[config.mk]
export PLATFORM = sky130hd
export DESIGN_NAME = dm_block_mover_flat
export DESIGN_NICKNAME = d
export VERILOG_FILES = /design/src/rtl/dm_pkg.sv /design/src/rtl/dm_block_mover_if.sv /design/src/rtl/dm_block_mover.sv /design/src/flat_wrapper.sv
export SDC_FILE = /design/constraint.sdc
export NUM_CORES = 1
export LEC_CHECK = 0
export CAP_MARGIN = 20
export CORE_UTILIZATION = 44
export CTS_CLUSTER_SIZE = 24
export DETAILED_ROUTE_END_ITERATION = 8
export HOLD_SLACK_MARGIN = 0.02
export PLACE_DENSITY = 0.85
export SLEW_MARGIN = 15
export SYNTH_ARGS = -nofsm -noshare
export SYNTH_HDL_FRONTEND = slang
export SYNTH_SLANG_ARGS = --single-unit
[constraint.sdc]
create_clock -name clk -period 2.7 [get_ports clk]
set_clock_uncertainty 0.1 [all_clocks]
set_input_delay 0.27 -clock clk [delete_from_list [all_inputs] [get_ports clk]]
set_output_delay 0.27 -clock clk [all_outputs]
set_load 0.02 [all_outputs]
[src/rtl/dm_pkg.sv]
`default_nettype none
// +----------------------------------------------------------------------+
// | Package : dm_pkg                                                     |
// | Shared codes and state encoding for the data-memory block mover.     |
// | Revision: 1.0                                                        |
// +----------------------------------------------------------------------+
package dm_pkg;

    // Operation codes
    localparam logic [1:0] MODE_FILL = 2'b00;
    localparam logic [1:0] MODE_CPW  = 2'b01;
    localparam logic [1:0] MODE_CPB  = 2'b10;
    localparam logic [1:0] MODE_RSV  = 2'b11;

    // Memory access-type codes
    localparam logic [1:0] BX_LBU = 2'b00;
    localparam logic [1:0] BX_LBS = 2'b01;
    localparam logic [1:0] BX_SB  = 2'b10;
    localparam logic [1:0] BX_W   = 2'b11;

    // Write-enable codes
    localparam logic [1:0] WEN_WR   = 2'b01;
    localparam logic [1:0] WEN_IDLE = 2'b00;

    typedef enum logic [2:0] {
        IDLE = 3'd0,
        RD   = 3'd1,
        WR   = 3'd2,
        FILL = 3'd3,
        FIN  = 3'd4
    } state_t;

    // A request is refused for the reserved mode, or when a word mode
    // is given an address that is not word aligned.
    function automatic logic req_rejected(input logic [1:0] mode,
                                          input logic [1:0] src_lsb,
                                          input logic [1:0] dst_lsb);
        logic word_mode;
        word_mode = (mode == MODE_FILL) || (mode == MODE_CPW);
        return (mode == MODE_RSV)
            || (word_mode && (dst_lsb != 2'b00))
            || ((mode == MODE_CPW) && (src_lsb != 2'b00));
    endfunction

    // Read access type for a copy mode
    function automatic logic [1:0] load_ext(input logic [1:0] mode);
        return (mode == MODE_CPB) ? BX_LBU : BX_W;
    endfunction

    // Write access type for a copy mode
    function automatic logic [1:0] store_ext(input logic [1:0] mode);
        return (mode == MODE_CPB) ? BX_SB : BX_W;
    endfunction

endpackage
`default_nettype wire

[src/rtl/dm_block_mover_if.sv]
`default_nettype none
// +----------------------------------------------------------------------+
// | Interface : dm_block_mover_if                                        |
// | Data-memory port: byte address, write data, access type, write       |
// | enable and combinational read data.                                  |
// | Revision: 1.0                                                        |
// +----------------------------------------------------------------------+
interface dm_block_mover_if #(
    parameter int AW = 12,
    parameter int DW = 32
) ();
    logic [AW-1:0] m_addr;
    logic [DW-1:0] m_din;
    logic [1:0]    m_byteExt;
    logic [1:0]    m_wEn;
    logic [DW-1:0] m_dout;

    // Bus initiator side
    modport master (
        output m_addr,
        output m_din,
        output m_byteExt,
        output m_wEn,
        input  m_dout
    );

    // Memory side
    modport slave (
        input  m_addr,
        input  m_din,
        input  m_byteExt,
        input  m_wEn,
        output m_dout
    );
endinterface
`default_nettype wire

[src/rtl/dm_block_mover.sv]
`default_nettype none
// +----------------------------------------------------------------------+
// | Module  : dm_block_mover                                             |
// | Bus initiator for the 4 KB data memory: word fill, word copy and     |
// | byte copy without CPU involvement. All memory-port outputs are       |
// | registered and change only with the state machine.                   |
// | Revision: 1.0                                                        |
// +----------------------------------------------------------------------+
module dm_block_mover
    import dm_pkg::*;
#(
    parameter int AW = 12,
    parameter int DW = 32,
    parameter int LW = 10
) (
    input  logic             clk,
    input  logic             rst,
    input  logic             start,
    input  logic [1:0]       mode,
    input  logic [AW-1:0]    src_addr,
    input  logic [AW-1:0]    dst_addr,
    input  logic [LW-1:0]    len,
    input  logic [DW-1:0]    fill_val,
    input  logic             abort,
    output logic             busy,
    output logic             done,
    output logic             err,
    dm_block_mover_if.master mem
);

    state_t        state;
    logic [AW-1:0] src;
    logic [AW-1:0] dst;
    logic [LW-1:0] remaining;
    logic [1:0]    mode_q;
    logic [DW-1:0] data_buf;     // copy buffer, or the fill pattern in FILL
    logic [AW-1:0] addr_q;
    logic [1:0]    bx_q;
    logic [1:0]    wen_q;

    logic [AW-1:0] step;
    logic          last;
    logic [DW-1:0] rd_capture;

    assign step       = (mode_q == MODE_CPB) ? AW'(1) : AW'(4);
    assign last       = (remaining == LW'(1));
    // Byte copy keeps only the loaded byte, zero-extended; the store
    // writes din[7:0] so the upper bits never reach memory.
    assign rd_capture = (mode_q == MODE_CPB) ? {{(DW-8){1'b0}}, mem.m_dout[7:0]}
                                             : mem.m_dout;

    assign mem.m_addr    = addr_q;
    assign mem.m_din     = data_buf;
    assign mem.m_byteExt = bx_q;
    assign mem.m_wEn     = wen_q;

    // Control FSM with address counters, buffer and registered port outputs
    always_ff @(posedge clk or negedge rst) begin
        if (!rst) begin
            state     <= IDLE;
            src       <= '0;
            dst       <= '0;
            remaining <= '0;
            mode_q    <= MODE_FILL;
            data_buf  <= '0;
            addr_q    <= '0;
            bx_q      <= BX_W;
            wen_q     <= WEN_IDLE;
            busy      <= 1'b0;
            done      <= 1'b0;
            err       <= 1'b0;
        end else begin
            case (state)
                IDLE: begin
                    busy  <= 1'b0;
                    done  <= 1'b0;
                    err   <= 1'b0;
                    wen_q <= WEN_IDLE;
                    bx_q  <= BX_W;
                    if (start) begin
                        src       <= src_addr;
                        dst       <= dst_addr;
                        remaining <= len;
                        mode_q    <= mode;
                        busy      <= 1'b1;
                        if (req_rejected(mode, src_addr[1:0], dst_addr[1:0])) begin
                            state <= FIN;
                            done  <= 1'b1;
                            err   <= 1'b1;
                        end else if (len == '0) begin
                            state <= FIN;
                            done  <= 1'b1;
                        end else if (mode == MODE_FILL) begin
                            state    <= FILL;
                            addr_q   <= dst_addr;
                            data_buf <= fill_val;
                            wen_q    <= WEN_WR;
                        end else begin
                            state  <= RD;
                            addr_q <= src_addr;
                            bx_q   <= load_ext(mode);
                        end
                    end
                end

                RD: begin
                    if (abort) begin
                        state <= IDLE;
                        busy  <= 1'b0;
                        bx_q  <= BX_W;
                    end else begin
                        state    <= WR;
                        data_buf <= rd_capture;
                        addr_q   <= dst;
                        bx_q     <= store_ext(mode_q);
                        wen_q    <= WEN_WR;
                    end
                end

                WR: begin
                    src       <= src + step;
                    dst       <= dst + step;
                    remaining <= remaining - LW'(1);
                    wen_q     <= WEN_IDLE;
                    if (abort) begin
                        state <= IDLE;
                        busy  <= 1'b0;
                        bx_q  <= BX_W;
                    end else if (last) begin
                        state <= FIN;
                        done  <= 1'b1;
                        bx_q  <= BX_W;
                    end else begin
                        state  <= RD;
                        addr_q <= src + step;
                        bx_q   <= load_ext(mode_q);
                    end
                end

                FILL: begin
                    dst       <= dst + step;
                    remaining <= remaining - LW'(1);
                    if (abort) begin
                        state <= IDLE;
                        busy  <= 1'b0;
                        wen_q <= WEN_IDLE;
                    end else if (last) begin
                        state <= FIN;
                        done  <= 1'b1;
                        wen_q <= WEN_IDLE;
                    end else begin
                        addr_q <= dst + step;
                    end
                end

                FIN: begin
                    state <= IDLE;
                    busy  <= 1'b0;
                    done  <= 1'b0;
                    err   <= 1'b0;
                    wen_q <= WEN_IDLE;
                    bx_q  <= BX_W;
                end

                default: begin
                    state <= IDLE;
                    busy  <= 1'b0;
                    done  <= 1'b0;
                    err   <= 1'b0;
                    wen_q <= WEN_IDLE;
                    bx_q  <= BX_W;
                end
            endcase
        end
    end

endmodule
`default_nettype wire

[src/flat_wrapper.sv]
// flat-port wrapper written by rule: the top's interface ports become plain ports
module dm_block_mover_flat import dm_pkg::*;
#(
    parameter int AW = 12,
    parameter int DW = 32,
    parameter int LW = 10
)
  (clk, rst, start, mode, src_addr, dst_addr, len, fill_val, abort, busy, done, err, mem_m_addr, mem_m_din, mem_m_byteExt, mem_m_wEn, mem_m_dout);
  dm_block_mover_if #(.AW(AW), .DW(DW)) mem_i ();
  input  logic clk;
  input  logic rst;
  input  logic start;
  input  logic [1:0] mode;
  input  logic [AW-1:0] src_addr;
  input  logic [AW-1:0] dst_addr;
  input  logic [LW-1:0] len;
  input  logic [DW-1:0] fill_val;
  input  logic abort;
  output logic busy;
  output logic done;
  output logic err;
  output wire logic [$bits(mem_i.m_addr)-1:0] mem_m_addr;
  output wire logic [$bits(mem_i.m_din)-1:0] mem_m_din;
  output wire logic [$bits(mem_i.m_byteExt)-1:0] mem_m_byteExt;
  output wire logic [$bits(mem_i.m_wEn)-1:0] mem_m_wEn;
  input wire logic [$bits(mem_i.m_dout)-1:0] mem_m_dout;
  assign mem_m_addr = mem_i.m_addr;
  assign mem_m_din = mem_i.m_din;
  assign mem_m_byteExt = mem_i.m_byteExt;
  assign mem_m_wEn = mem_i.m_wEn;
  assign mem_i.m_dout = mem_m_dout;
  dm_block_mover #(.AW(AW), .DW(DW), .LW(LW)) u_core (.clk(clk), .rst(rst), .start(start), .mode(mode), .src_addr(src_addr), .dst_addr(dst_addr), .len(len), .fill_val(fill_val), .abort(abort), .busy(busy), .done(done), .err(err), .mem(mem_i));
endmodule
**Run 1: power grid**

Drawn at 3 px/um. Pins as bars on the die edge.
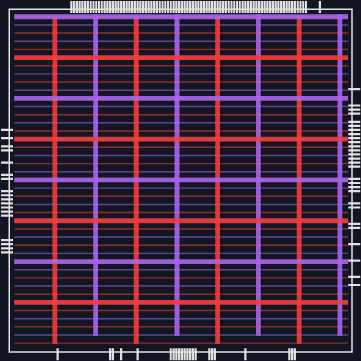
net	colour
VDD	purple
VSS	red
met5 straps	8
signal pins	155
met1 rails	41
met4 straps	8
rows	40
worst ir drop on vdd: 322 uV
die boundary width: 114 um
CORE AREA: 12100 um2

**Run 1: metal 2**

Drawn at 3 px/um.
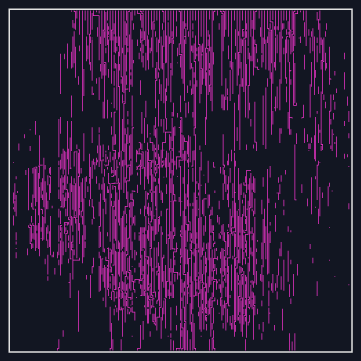
share of all routed wire	47%
nets with wire on the layer	741
longest straight run	53.7 um
wire length on this layer	7740 um
wire length reported by the detailed router: 16500 um
DR vias: 5449

==> impl_report.txt, run 1 <==
PHYSICAL IMPLEMENTATION REPORT
----------------------------------------------------
[Critical path]
  Path length in cells of the critical path ........................ 9
  Number of cells on the worst reg-to-reg path ........................ 9
  Buf+Inv Stages, Crit Path ........................ 1
  Type of the setup path with the least slack ........................ flip-flop to flip-flop
  Start of the worst register-to-register path ........................ u_core.mode_q[0]
  Slowest cell on the critical path ........................ sky130_fd_sc_hd__a311oi_1
  Reg-to-reg endpoint ........................ u_core.mem.m_addr[7]
  Cell-by-cell listing of the critical path ........................ nor2b_4 -> inv_4 -> ha_1 -> nand4_1 -> o31ai_1 -> nand2_1 -> xnor2_1 -> a311oi_1 -> o31ai_1
  Data required time at the worst endpoint ........................ 2810 ps
  Critical Path Most Common Cell ........................ sky130_fd_sc_hd__o31ai_1
  Endpoint class of the critical path ........................ flip-flop
  Kind of cell with the highest combined delay on the critical path ........................ AND-OR/OR-AND gates
  Critical Path Source Type ........................ flip-flop
  Biggest cell delay along the critical path ........................ 430 ps
  Worst path arrival time ........................ 2670 ps
  Register-to-register path setup slack ........................ 140 ps
  Maximum fanout count along the critical path ........................ 4

[Final layout]
  Flip-flops ........................ 89
  Combined area of the multi-input logic cells ........................ 2980 um2
  Final non-clock buffer share ........................ 23.9%
  N_diodes ........................ 0
  Final non-filler cell area ........................ 7540 um2
  Flop share of the area ........................ 29.6%
  Combinational Gates ........................ 491
  Top cell excl fill/tap ........................ sky130_fd_sc_hd__clkdlybuf4s50_1
  Number of filler instances in the final layout ........................ 1045
  Count of non-filler cells in the finished layout ........................ 958
  Comb area share ........................ 39.5%
  Dominant logic cell types in the final layout ........................ sky130_fd_sc_hd__clkdlybuf4s50_1 (152), sky130_fd_sc_hd__nand2_1 (148), sky130_fd_sc_hd__dfrtp_1 (87), sky130_fd_sc_hd__o21ai_0 (56), sky130_fd_sc_hd__nor2_1 (52)
  Layout clock buffer count ........................ 10
  Area Overhead vs Synth ........................ 37.2%
  Biggest Area Class ........................ combinational gates
  Fraction of area in clock buffers and inverters ........................ 3.63%
  Number of ordinary inverters in the final layout ........................ 12
  Count of nets after finishing ........................ 894
  Combined flip-flop and latch cell area ........................ 2230 um2

[Synthesis]
  Netlist area before placement ........................ 5500 um2
  Adder-cell share of the synthesized area ........................ 1.32%
  Net count of the mapped netlist ........................ 744
  Area leader, netlist ........................ sky130_fd_sc_hd__dfrtp_1
  Mux area share ........................ 10.6%
  Synthesized-area fraction occupied by ao, oa, aoi and oai cells ........................ 18.4%
  Fraction of registers with async set or reset after synthesis ........................ 100%
  Distinct cell type count of the synthesized netlist ........................ 68
  Count of mapped cells out of synthesis ........................ 635
  Number of enable-type register cells in the synthesized netlist ........................ 0
  Cell types with the highest counts after synthesis ........................ sky130_fd_sc_hd__nand2_1 (148), sky130_fd_sc_hd__dfrtp_1 (87), sky130_fd_sc_hd__o21ai_0 (56), sky130_fd_sc_hd__nor2_1 (52), sky130_fd_sc_hd__a21oi_1 (33)
  Xor and xnor area share after synthesis ........................ 2.55%
  Cells taking the most area after synthesis ........................ sky130_fd_sc_hd__dfrtp_1 (40%), sky130_fd_sc_hd__nand2_1 (10%), sky130_fd_sc_hd__mux2_4 (7.6%), sky130_fd_sc_hd__o21ai_0 (5.1%), sky130_fd_sc_hd__nor2_1 (3.6%)
  Register bit total from synthesis ........................ 89
  Cells in synth_stat.txt ........................ 635
  Avg Inst Size Synth ........................ 8.66 um2
  Most used flip-flop cell after synthesis ........................ sky130_fd_sc_hd__dfrtp_1
  Count of yosys warnings during synthesis ........................ 0
  Post-synth top area share ........................ 39.6%
  Post-synth area from yosys stat ........................ 5500 um2
  Synth Area in Simple Gates ........................ 21.3%

[Floorplanning]
  Top-Level Pins ........................ 155
  Die Outline Area ........................ 12900 um2
  Number of placement rows ........................ 40
  Tap cells ........................ 168

[Clock network]
  Post_cts resized ........................ 0
  Clock insertion delay at the later pin of the skew report ........................ 340 ps
  Total number of clock tree sinks ........................ 89
  Clock buffers created by TritonCTS ........................ 9
  Maximum buffer depth of the clock tree ........................ 2
  Clk Tree Root Cell ........................ sky130_fd_sc_hd__clkbuf_16
  TritonCTS clock tree ........................ built
  Clock-pin slew on the worst setup and hold paths ........................ 70 ps
  Max H-tree Level ........................ 3

[Power]
  Clock network power share ........................ 17.7%
  Power of the combinational group ........................ 0.00312 W
  Clock group ........................ 0.00117 W
  P_sw ........................ 0.00257 W
  Internal Pwr Total ........................ 0.00405 W
  Sequential logic power ........................ 0.00232 W
  Share of power burned in combinational logic ........................ 47.2%
  Portion of total power attributed to sequential cells ........................ 35.1%
  Overall power ........................ 0.00661 W
  Static Leak ........................ 3.17 nW
  Highest-power group ........................ combinational cells

[Place]
  Detailed-placement wirelength estimate ........................ 12100 um
  Gpl congestion ........................ 0.954
  Worst setup timing slack at the placement stage ........................ 40.3 ps
  Placed Instances ........................ 941

[Route]
  Highest routing layer actually used ........................ met4
  Residual antenna-violating net count after detailed routing ........................ 0
  Detailed-routing iteration count for the pre-antenna-repair pass ........................ 5
  Wire length on met2 ........................ 7740 um
  Initial detailed-routing violation count ........................ 548
  Wire length on met3 ........................ 1230 um
  Routed length on met1 ........................ 7060 um

[GRT]
  GR Util met1 ........................ 34.5%
  Initial antenna violation count ........................ 0
  Global route overflow ........................ 0
  Global Route Usage Sum ........................ 26.0%
  M2 GR Usage ........................ 41.0%
  GR Layer Usage met3 ........................ 5.47%
  Most crowded layer after global routing ........................ met2
  Maximum number of pins on one net before global-route repair ........................ 57
  Number of global-route vias before repair ........................ 5231

[Final timing]
  Min Hold Slack ........................ 353 ps
  Fin crit period ........................ 2560 ps
  Unrepaired setup endpoints after global routing ........................ no
  Maximum clock frequency ........................ 391 MHz
  Max Transition Viols Final ........................ 0
  Worst-margin pin slew ........................ 783 ps
  Final critical-path setup slack ........................ 140 ps
  Setup-violating endpoint count in the final report ........................ 0
  Post-route fraction of the period consumed by the critical path ........................ 94.8%
  Final-report hold violation count ........................ 0
  Normalized max-slew margin ........................ 47.3%
  Final-layout setup total negative slack ........................ 0 ps

[Flow run]
  Tool warning count ........................ 27
  Maximum capacitance violations ........................ 0

[Worst hold path]
  Class of the tightest hold or removal check ........................ primary input to async pin

[Run status]
  Run status ........................ finished clean

----------------------------------------------------
**Run 1: local utilization**

Drawn at 3 px/um. The die is cut into 11 by 11 equal tiles; black is low, pale yellow is high, 0 to 100% covered.
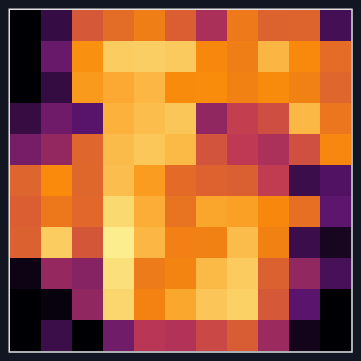
tiles over 75% full	27%
fullest tile	96%
nearly empty tiles	6.6%
mean over tiles	57%
Init Core Util: 45.4%
share of the core filled with cells in the final layout: 62.3%

run 1: repair_timing:
item / 4_1_cts / 5_1_grt
hold buffers: 1 / 0
endpoints found under the hold margin: 40 / 0
setup buffers: 0 / 0
run 1: sequential cells by signal (all words and copies together) (netlist names), 2 cells and up:
| register | flops |
|---|---|
| u_core.src | 12 |
| u_core.mem.m_byteExt | 2 |
| u_core.remaining | 10 |
| u_core.state | 3 |
| u_core.mem.m_addr | 12 |
| u_core.dst | 12 |
| u_core.mem.m_din | 32 |
| u_core.mode_q | 2 |
run 1: cells by family after synthesis:
kind of cell | after synthesis
compound gates | 161
xor+xnor | 16
buf+inv | 55
mux | 43
other cells | 1
flops | 89
simple gates | 264
fa+ha+maj | 6
==> run 2: changes to the inputs <==
--- a/config.mk
+++ b/config.mk
@@ -5,6 +5,7 @@
 export SDC_FILE = /design/constraint.sdc
 export NUM_CORES = 1
 export LEC_CHECK = 0
+export ABC_CLOCK_PERIOD_IN_PS = 2700
 export CAP_MARGIN = 20
 export CORE_UTILIZATION = 44
 export CTS_CLUSTER_SIZE = 24
**Run 2: power grid**

Drawn at 3 px/um. Pins as bars on the die edge.
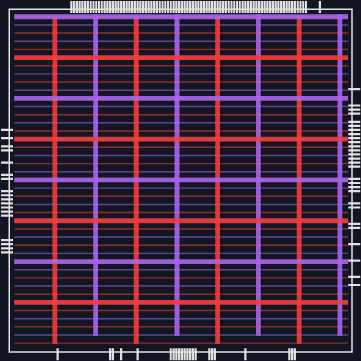
net	colour
VSS	red
VDD	purple
signal pins	155
rows	40
met5 straps	8
vertical extent of the die: 114 um

==> run 2 against run 1 <==
Net effect: critical path depth unchanged; design area stayed put; power unchanged; largest cell class unchanged.
==> impl_report.txt, run 2 <==
PHYSICAL IMPLEMENTATION REPORT
----------------------------------------------------
[GRT]
  Global route overflow ........................ 0 (unchanged)
  Most crowded layer after global routing ........................ met2
  Wire length of the first global-routing pass ........................ 26100 um
  GR Layer Usage met3 ........................ 5.47% (unchanged)
  Global Route Usage Sum ........................ 26.0% (unchanged)
  Maximum number of pins on one net before global-route repair ........................ 57 (unchanged)
  GR Util met1 ........................ 34.5% (unchanged)
  Number of global-route vias before repair ........................ 5231 (unchanged)
  M2 GR Usage ........................ 41.0% (unchanged)
  Initial antenna violation count ........................ 0 (unchanged)

[Synthesis]
  Net count of the mapped netlist ........................ 744 (unchanged)
  Post-synth top area share ........................ 39.6% (unchanged)
  Fraction of registers with async set or reset after synthesis ........................ 100% (unchanged)
  Netlist area before placement ........................ 5500 um2 (unchanged)
  Cell types with the highest counts after synthesis ........................ sky130_fd_sc_hd__nand2_1 (148), sky130_fd_sc_hd__dfrtp_1 (87), sky130_fd_sc_hd__o21ai_0 (56), sky130_fd_sc_hd__nor2_1 (52), sky130_fd_sc_hd__a21oi_1 (33)
  Most used flip-flop cell after synthesis ........................ sky130_fd_sc_hd__dfrtp_1
  Cells in synth_stat.txt ........................ 635 (unchanged)
  Distinct cell type count of the synthesized netlist ........................ 68 (unchanged)
  Area leader, netlist ........................ sky130_fd_sc_hd__dfrtp_1
  Count of yosys warnings during synthesis ........................ 0 (unchanged)
  Avg Inst Size Synth ........................ 8.66 um2 (unchanged)
  Number of enable-type register cells in the synthesized netlist ........................ 0 (unchanged)
  Register bit total from synthesis ........................ 89 (unchanged)
  Post-synth area from yosys stat ........................ 5500 um2 (unchanged)
  Cells taking the most area after synthesis ........................ sky130_fd_sc_hd__dfrtp_1 (40%), sky130_fd_sc_hd__nand2_1 (10%), sky130_fd_sc_hd__mux2_4 (7.6%), sky130_fd_sc_hd__o21ai_0 (5.1%), sky130_fd_sc_hd__nor2_1 (3.6%)
  Count of mapped cells out of synthesis ........................ 635 (unchanged)

[Floorplanning]
  Die boundary width ........................ 114 um (unchanged)
  Init Core Util ........................ 45.4% (unchanged)
  CORE AREA ........................ 12100 um2 (unchanged)
  Number of placement rows ........................ 40 (unchanged)
  Top-Level Pins ........................ 155 (unchanged)
  Die Outline Area ........................ 12900 um2 (unchanged)

[Final layout]
  Dominant logic cell types in the final layout ........................ sky130_fd_sc_hd__clkdlybuf4s50_1 (152), sky130_fd_sc_hd__nand2_1 (148), sky130_fd_sc_hd__dfrtp_1 (87), sky130_fd_sc_hd__o21ai_0 (56), sky130_fd_sc_hd__nor2_1 (52)
  Share of the core filled with cells in the final layout ........................ 62.3% (unchanged)
  Count of non-filler cells in the finished layout ........................ 958 (unchanged)
  Count of nets after finishing ........................ 894 (unchanged)
  Top cell excl fill/tap ........................ sky130_fd_sc_hd__clkdlybuf4s50_1
  Area Overhead vs Synth ........................ 37.2% (unchanged)
  N_diodes ........................ 0 (unchanged)
  Flip-flop count of the largest register, all copies and words added ........................ 32 (unchanged)
  Number of filler instances in the final layout ........................ 1045 (unchanged)
  Final non-filler cell area ........................ 7540 um2 (unchanged)

[Final timing]
  Fin crit period ........................ 2560 ps (unchanged)
  Final critical-path setup slack ........................ 140 ps (unchanged)
  Normalized max-slew margin ........................ 47.3% (unchanged)
  Final-report hold violation count ........................ 0 (unchanged)
  Post-route fraction of the period consumed by the critical path ........................ 94.8% (unchanged)
  Min Hold Slack ........................ 353 ps (unchanged)
  Maximum clock frequency ........................ 391 MHz (unchanged)
  Setup-violating endpoint count in the final report ........................ 0 (unchanged)
  Final-layout setup total negative slack ........................ 0 ps (unchanged)
  Worst-margin pin slew ........................ 783 ps (unchanged)
  Unrepaired setup endpoints after global routing ........................ no
  Max Transition Viols Final ........................ 0 (unchanged)

[Route]
  Detailed-routing iteration count for the pre-antenna-repair pass ........................ 5 (unchanged)
  DR vias ........................ 5449 (unchanged)
  Routed length on met1 ........................ 7060 um (unchanged)
  Residual antenna-violating net count after detailed routing ........................ 0 (unchanged)
  Highest routing layer actually used ........................ met4
  Wire length reported by the detailed router ........................ 16500 um (unchanged)
  Initial detailed-routing violation count ........................ 548 (unchanged)
  Wire length on met3 ........................ 1230 um (unchanged)
  Wire length on met2 ........................ 7740 um (unchanged)

[Power]
  Clock group ........................ 0.00117 W (about the same)
  Sw frac ........................ 38.8%
  Static Leak ........................ 3.17 nW (unchanged)
  Highest-power group ........................ combinational cells
  Portion of total power attributed to sequential cells ........................ 35.1% (about the same)
  Clock network power share ........................ 17.7% (about the same)
  Worst ir drop on vdd ........................ 322 uV (unchanged)
  Sequential logic power ........................ 0.00232 W (about the same)
  Power of the combinational group ........................ 0.00312 W (about the same)
  P_sw ........................ 0.00257 W (unchanged)
  Overall power ........................ 0.00661 W (unchanged)
  Internal Pwr Total ........................ 0.00405 W (unchanged)
  Share of power burned in combinational logic ........................ 47.2% (about the same)

[Critical path]
  Critical Path Most Common Cell ........................ sky130_fd_sc_hd__o31ai_1
  Buf+Inv Stages, Crit Path ........................ 1 (unchanged)
  Register-to-register path setup slack ........................ 140 ps (about the same)
  Biggest cell delay along the critical path ........................ 430 ps (about the same)
  Slowest cell on the critical path ........................ sky130_fd_sc_hd__a311oi_1
  Cell-by-cell listing of the critical path ........................ nor2b_4 -> inv_4 -> ha_1 -> nand4_1 -> o31ai_1 -> nand2_1 -> xnor2_1 -> a311oi_1 -> o31ai_1
  Type of the setup path with the least slack ........................ flip-flop to flip-flop
  Path length in cells of the critical path ........................ 9 (unchanged)
  Reg-to-reg endpoint ........................ u_core.mem.m_addr[7]
  Worst path arrival time ........................ 2670 ps (about the same)
  Data required time at the worst endpoint ........................ 2810 ps (about the same)
  Number of cells on the worst reg-to-reg path ........................ 9 (unchanged)
  Start of the worst register-to-register path ........................ u_core.mode_q[0]
  Endpoint class of the critical path ........................ flip-flop
  Critical Path Source Type ........................ flip-flop
  Kind of cell with the highest combined delay on the critical path ........................ AND-OR/OR-AND gates
  Maximum fanout count along the critical path ........................ 4 (unchanged)

[Place]
  Placed Instances ........................ 941 (unchanged)
  Detailed-placement wirelength estimate ........................ 12100 um (unchanged)
  Count of input and output buffers ........................ 153
  Gpl congestion ........................ 0.954 (unchanged)
  Worst setup timing slack at the placement stage ........................ 40.3 ps (unchanged)

[Clock network]
  Post_cts resized ........................ 0 (unchanged)
  Clock buffers created by TritonCTS ........................ 9 (unchanged)
  Count of hold buffers inserted by post-cts repair ........................ 1 (unchanged)
  Total number of clock tree sinks ........................ 89 (unchanged)
  Maximum buffer depth of the clock tree ........................ 2 (unchanged)
  Clock-pin slew on the worst setup and hold paths ........................ 70 ps (about the same)
  TritonCTS clock tree ........................ built
  # Post-CTS Setup Buffers ........................ 0 (unchanged)
  Max H-tree Level ........................ 3 (unchanged)
  Clk Tree Root Cell ........................ sky130_fd_sc_hd__clkbuf_16
  Clock insertion delay at the later pin of the skew report ........................ 340 ps (about the same)

[Worst hold path]
  Class of the tightest hold or removal check ........................ primary input to async pin

[Flow run]
  Tool warning count ........................ 27 (unchanged)
  Maximum capacitance violations ........................ 0 (unchanged)

[Run status]
  Run status ........................ finished clean

----------------------------------------------------
## run 2: cell counts after synthesis
No cell type changed its count.
## run 2: layout make-up
| class | count | area [um2] | share of cell area [%] |
|---|---|---|---|
| Inverter | 12 | 47.5 | 0.631 |
| Tap cell | 168 | 210 | 2.79 |
| Sequential cell | 89 | 2230 | 29.6 |
| Clock inverter | 6 | 45.0 | 0.597 |
| Clock buffer | 10 | 229 | 3.04 |
| Timing Repair Buffer | 182 | 1800 | 23.9 |
| Multi-Input combinational cell | 491 | 2980 | 39.5 |
## run 2: kinds of logic after synthesis
kind of cell	share of synthesized area, %
and+or+nand+nor	21.3
muxes	10.6
other	0.0682
buffers and inverters	5.24
DFF	40.6
AOI/OAI and AO/OA	18.4
adders and majority gates	1.32
xor gates and xnor gates	2.55
No activity file was given, so power comes from the tool's default toggle rates.
